$ cat src/rtl/start_disp_ctrl.sv
// rtl/start_disp_ctrl.sv - 640x480@60 VGA timing with a 200x200 start-picture window fed from a ROM stage
module start_disp_ctrl #(
    parameter int         PIC_X0   = 220,
    parameter int         PIC_Y0   = 140,
    parameter logic [7:0] BG_COLOR = 8'h00
) (
    input  logic       clk,
    input  logic       rst,
    input  logic       disp_en,
    input  logic [7:0] start_data,
    output logic       start_rd_en,
    output logic       vga_hs,
    output logic       vga_vs,
    output logic [7:0] vga_rgb,
    output logic       frame_start
);

    localparam logic [9:0] H_LAST   = 10'd799;
    localparam logic [9:0] V_LAST   = 10'd524;
    localparam logic [9:0] H_ACTIVE = 10'd640;
    localparam logic [9:0] V_ACTIVE = 10'd480;
    localparam logic [9:0] HS_FIRST = 10'd656;
    localparam logic [9:0] HS_LAST  = 10'd751;
    localparam logic [9:0] VS_FIRST = 10'd490;
    localparam logic [9:0] VS_LAST  = 10'd491;
    localparam logic [9:0] X_LO     = 10'(PIC_X0);
    localparam logic [9:0] X_HI     = 10'(PIC_X0 + 199);
    localparam logic [9:0] Y_LO     = 10'(PIC_Y0);
    localparam logic [9:0] Y_HI     = 10'(PIC_Y0 + 199);

    logic [9:0] h_cnt_q, h_cnt_d;
    logic [9:0] v_cnt_q, v_cnt_d;
    logic       disp_en_q, disp_en_d;

    // Stage 1: flags decoded from the counters, one cycle behind them.
    // Sync flags are stored as "inside pulse" so an all-zero reset means idle.
    logic       win_s1_q, act_s1_q, hsp_s1_q, vsp_s1_q;

    // Stage 2: registered VGA outputs.
    logic       vga_hs_q, vga_vs_q;
    logic [7:0] vga_rgb_q;
    logic [7:0] rgb_d;

    logic       win, active, hs_pulse, vs_pulse;

    // Counter advance, frame-boundary enable sampling and window/sync decode
    always_comb begin
        h_cnt_d   = h_cnt_q + 10'd1;
        v_cnt_d   = v_cnt_q;
        if (h_cnt_q == H_LAST) begin
            h_cnt_d = 10'd0;
            v_cnt_d = (v_cnt_q == V_LAST) ? 10'd0 : v_cnt_q + 10'd1;
        end
        frame_start = (h_cnt_q == 10'd0) && (v_cnt_q == 10'd0);
        disp_en_d   = frame_start ? disp_en : disp_en_q;
        win         = (h_cnt_q >= X_LO) && (h_cnt_q <= X_HI) &&
                      (v_cnt_q >= Y_LO) && (v_cnt_q <= Y_HI);
        active      = (h_cnt_q < H_ACTIVE) && (v_cnt_q < V_ACTIVE);
        hs_pulse    = (h_cnt_q >= HS_FIRST) && (h_cnt_q <= HS_LAST);
        vs_pulse    = (v_cnt_q >= VS_FIRST) && (v_cnt_q <= VS_LAST);
        start_rd_en = win && disp_en_q;
    end

    // Pixel select for stage 2: ROM data arrives alongside the stage-1 window flag
    always_comb begin
        rgb_d = 8'h00;
        if (win_s1_q && disp_en_q) begin
            rgb_d = start_data;
        end else if (act_s1_q) begin
            rgb_d = BG_COLOR;
        end
    end

    // Free-running counters and the per-frame enable latch
    always_ff @(posedge clk or posedge rst) begin
        if (rst) begin
            h_cnt_q   <= 10'd0;
            v_cnt_q   <= 10'd0;
            disp_en_q <= 1'b0;
        end else begin
            h_cnt_q   <= h_cnt_d;
            v_cnt_q   <= v_cnt_d;
            disp_en_q <= disp_en_d;
        end
    end

    // Two-stage output pipeline: decode flags, then registered VGA outputs
    always_ff @(posedge clk or posedge rst) begin
        if (rst) begin
            win_s1_q  <= 1'b0;
            act_s1_q  <= 1'b0;
            hsp_s1_q  <= 1'b0;
            vsp_s1_q  <= 1'b0;
            vga_hs_q  <= 1'b1;
            vga_vs_q  <= 1'b1;
            vga_rgb_q <= 8'h00;
        end else begin
            win_s1_q  <= win;
            act_s1_q  <= active;
            hsp_s1_q  <= hs_pulse;
            vsp_s1_q  <= vs_pulse;
            vga_hs_q  <= ~hsp_s1_q;
            vga_vs_q  <= ~vsp_s1_q;
            vga_rgb_q <= rgb_d;
        end
    end

    assign vga_hs  = vga_hs_q;
    assign vga_vs  = vga_vs_q;
    assign vga_rgb = vga_rgb_q;

endmodule
$ cat config.mk
export PLATFORM = sky130hd
export DESIGN_NAME = start_disp_ctrl
export DESIGN_NICKNAME = d
export VERILOG_FILES = /design/src/rtl/start_disp_ctrl.sv
export SDC_FILE = /design/constraint.sdc
export NUM_CORES = 1
export LEC_CHECK = 0
export ABC_AREA = 1
export ABC_CLOCK_PERIOD_IN_PS = 1450
export CAP_MARGIN = 20
export CORE_AREA = 2 2 79 66
export CTS_BUF_LIST = sky130_fd_sc_hd__clkbuf_4
export DETAILED_ROUTE_END_ITERATION = 6
export DIE_AREA = 0 0 81 68
export GPL_TIMING_DRIVEN = 0
export HOLD_SLACK_MARGIN = 0.12
export SLEW_MARGIN = 20
export SYNTH_ARGS = -nofsm -noshare
export SYNTH_HDL_FRONTEND = slang
export SYNTH_SLANG_ARGS = --single-unit
$ cat constraint.sdc
create_clock -name clk -period 1.45 [get_ports clk]
set_clock_uncertainty 0.15 [all_clocks]
set_input_delay 0.29 -clock clk [delete_from_list [all_inputs] [get_ports clk]]
set_output_delay 0.29 -clock clk [all_outputs]
set_load 0.05 [all_outputs]
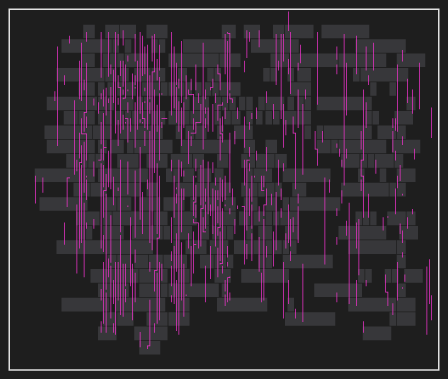
**Above:** M2 wires.
share of all routed wire: 46%
longest straight run: 33.7 um
nets with wire on the layer: 250
main direction: vertical
wire length on this layer: 2020 um

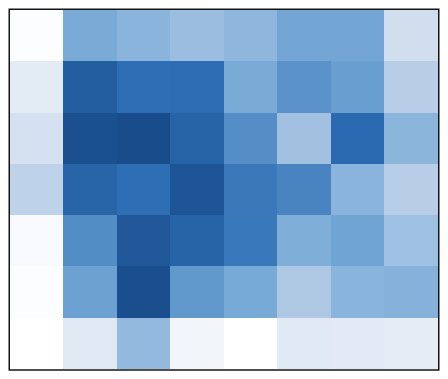
**Above:** placement density heat map.
The die is cut into 8 by 7 equal tiles; white is low, dark blue is high, 0 to 100% covered.
densest ninth of the die: middle
fullest tile: 89%
tiles over 75% full: 21%
mean over tiles: 47%

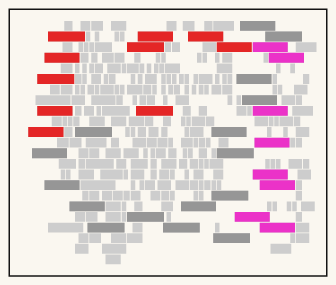
**Above:** where the registers sit.
[`v_cnt_q`] red | placed flops: 10
[`vga_rgb`] magenta | placed flops: 8
not colored: 16

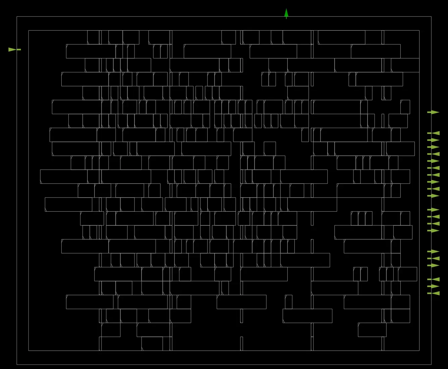
**Above:** cell outlines without signal wires.
Rows: 23
Layout Utilization: 55.7%

==> results.yml <==
# flow metrics
outcome:
  status: "finished with violations"
  violations: "negative setup slack"
clock_tree:
  postCtsSetupBuffers: 14
  cts.clk_slew.worst_paths_ns: 0.10
  cts.repair.resized: 101
  cts_root_buf: "clkbuf_4"
  cts_buffers: 5
  cts_hold_buf: 0
  cts_tree: "yes"
global_route:
  grt_max_degree: 35
  antenna_found_initial: 0
logic_synthesis:
  yosys.area_share.aoi_pct: 4.08
  ys_seq_share_pct: 46.3
  top_area_share_pct: 43.5
  ys.flops: 34
  yosysWarnings: 0
  ys_cells: 230
  async_reset_ff_share_pct: 100
  yosys.area_share.adder_pct: 2.72
  synth.area.top_cells: "dfrtp_1, nand2_1, inv_1"
  ys_chip_area_mm2: 0.00184
  ys_sh_simple_pct: 33.2
  synth.distinct_cells: 31
run:
  warnings: 31
  drv_cap: 0
power:
  powerComb_mw: 0.0515
  p_clk_share_pct: 32.5
  powerSeq_mw: 0.951
  power_leader: "registers"
  p_sw_share_pct: 22.6
  total_power_mw: 1.49
  power.density_mw_per_mm2: 558
timing:
  period_minus_slack_ns: 2.01
  period_used_pct: 138
  setup_ws_ns: -0.558
  whs_ns: 0.208
  max-slew-margin-rel_pct: 54.2
  setup_violations: 21
drt:
  drt_iter0_markers: 59
  routed_via_density: 4.79
  ant_nets: 0
place:
  gp_routability_congestion: 0.842
  placed_area_mm2: 0.00217
  place_inst: 314
setup_path:
  rr_worst_depth: 10
  worstSetupPathType: "reg2out"
  crit_required_ns: 1.01
  r2r-end: "v_cnt_q[4]"
  cp_max_fo: 4
  r2r_setup_slack_ns: -0.23
die:
  die_area_mm2: 0.00551
  die_w_um: 81
  die_h_um: 68
finish:
  area_growth_pct: 44.4
  num_antenna_cells: 0
  final_cell_area_mm2: 0.00266
hold_path:
  hold_depth: 1
==> layout make-up <==
class	instances	area (um2)	area share [%]
clock inverters	2	10.0	0.376
well taps	62	77.6	2.92
plain buffers	2	22.5	0.847
inverters	45	175	6.59
flip-flops and latches	34	866	32.5
multi-input cells	148	1010	38.1
clock buffers	5	37.5	1.41
repair buffers	52	457	17.2
==> worst max-delay path: stages (launching register included) <==
cell and delay (ns):
dfrtp_2 0.46, nor2_4 0.12, nand2_1 0.06, nand2_1 0.06
nor2_1 0.04, nor2_1 0.10, nand3_2 0.12, nor2_4 0.13
buf_8 0.15
==> cell usage in the layout, fill, tap and decap left out, types with 5 or more instances in the layout <==
| cell type | synthesis | routed |
|---|---|---|
| nand3_2 | 3 | 11 |
| buf_6 | 1 | 5 |
| buf_8 | 0 | 5 |
| nand3_1 | 19 | 9 |
| nand2_2 | 1 | 6 |
| buf_2 | 1 | 8 |
| dfrtp_1 | 32 | 22 |
| nor2_4 | 3 | 8 |
| buf_4 | 0 | 25 |
| clkbuf_4 | 0 | 5 |
| nand2_1 | 44 | 38 |
| clkdlybuf4s50_1 | 0 | 10 |
| inv_1 | 43 | 35 |
| dfrtp_2 | 0 | 10 |
| xor2_1 | 6 | 6 |
| inv_2 | 2 | 8 |
| nor2_1 | 34 | 23 |
| nor2_2 | 4 | 10 |
| o21ai_2 | 1 | 5 |
==> layer usage <==
| metal | wire, um | share of wire (%) | global-route usage, % |
|---|---|---|---|
| met2 | 2020 | 46 | 24.9 |
| met1 | 1970 | 45 | 22.1 |
| met5 | 0 | 0 | 0 |
| met3 | 302 | 6.9 | 4.49 |
| met4 | 60 | 1.4 | 6.14 |
No activity file was given, so power comes from the tool's default toggle rates.
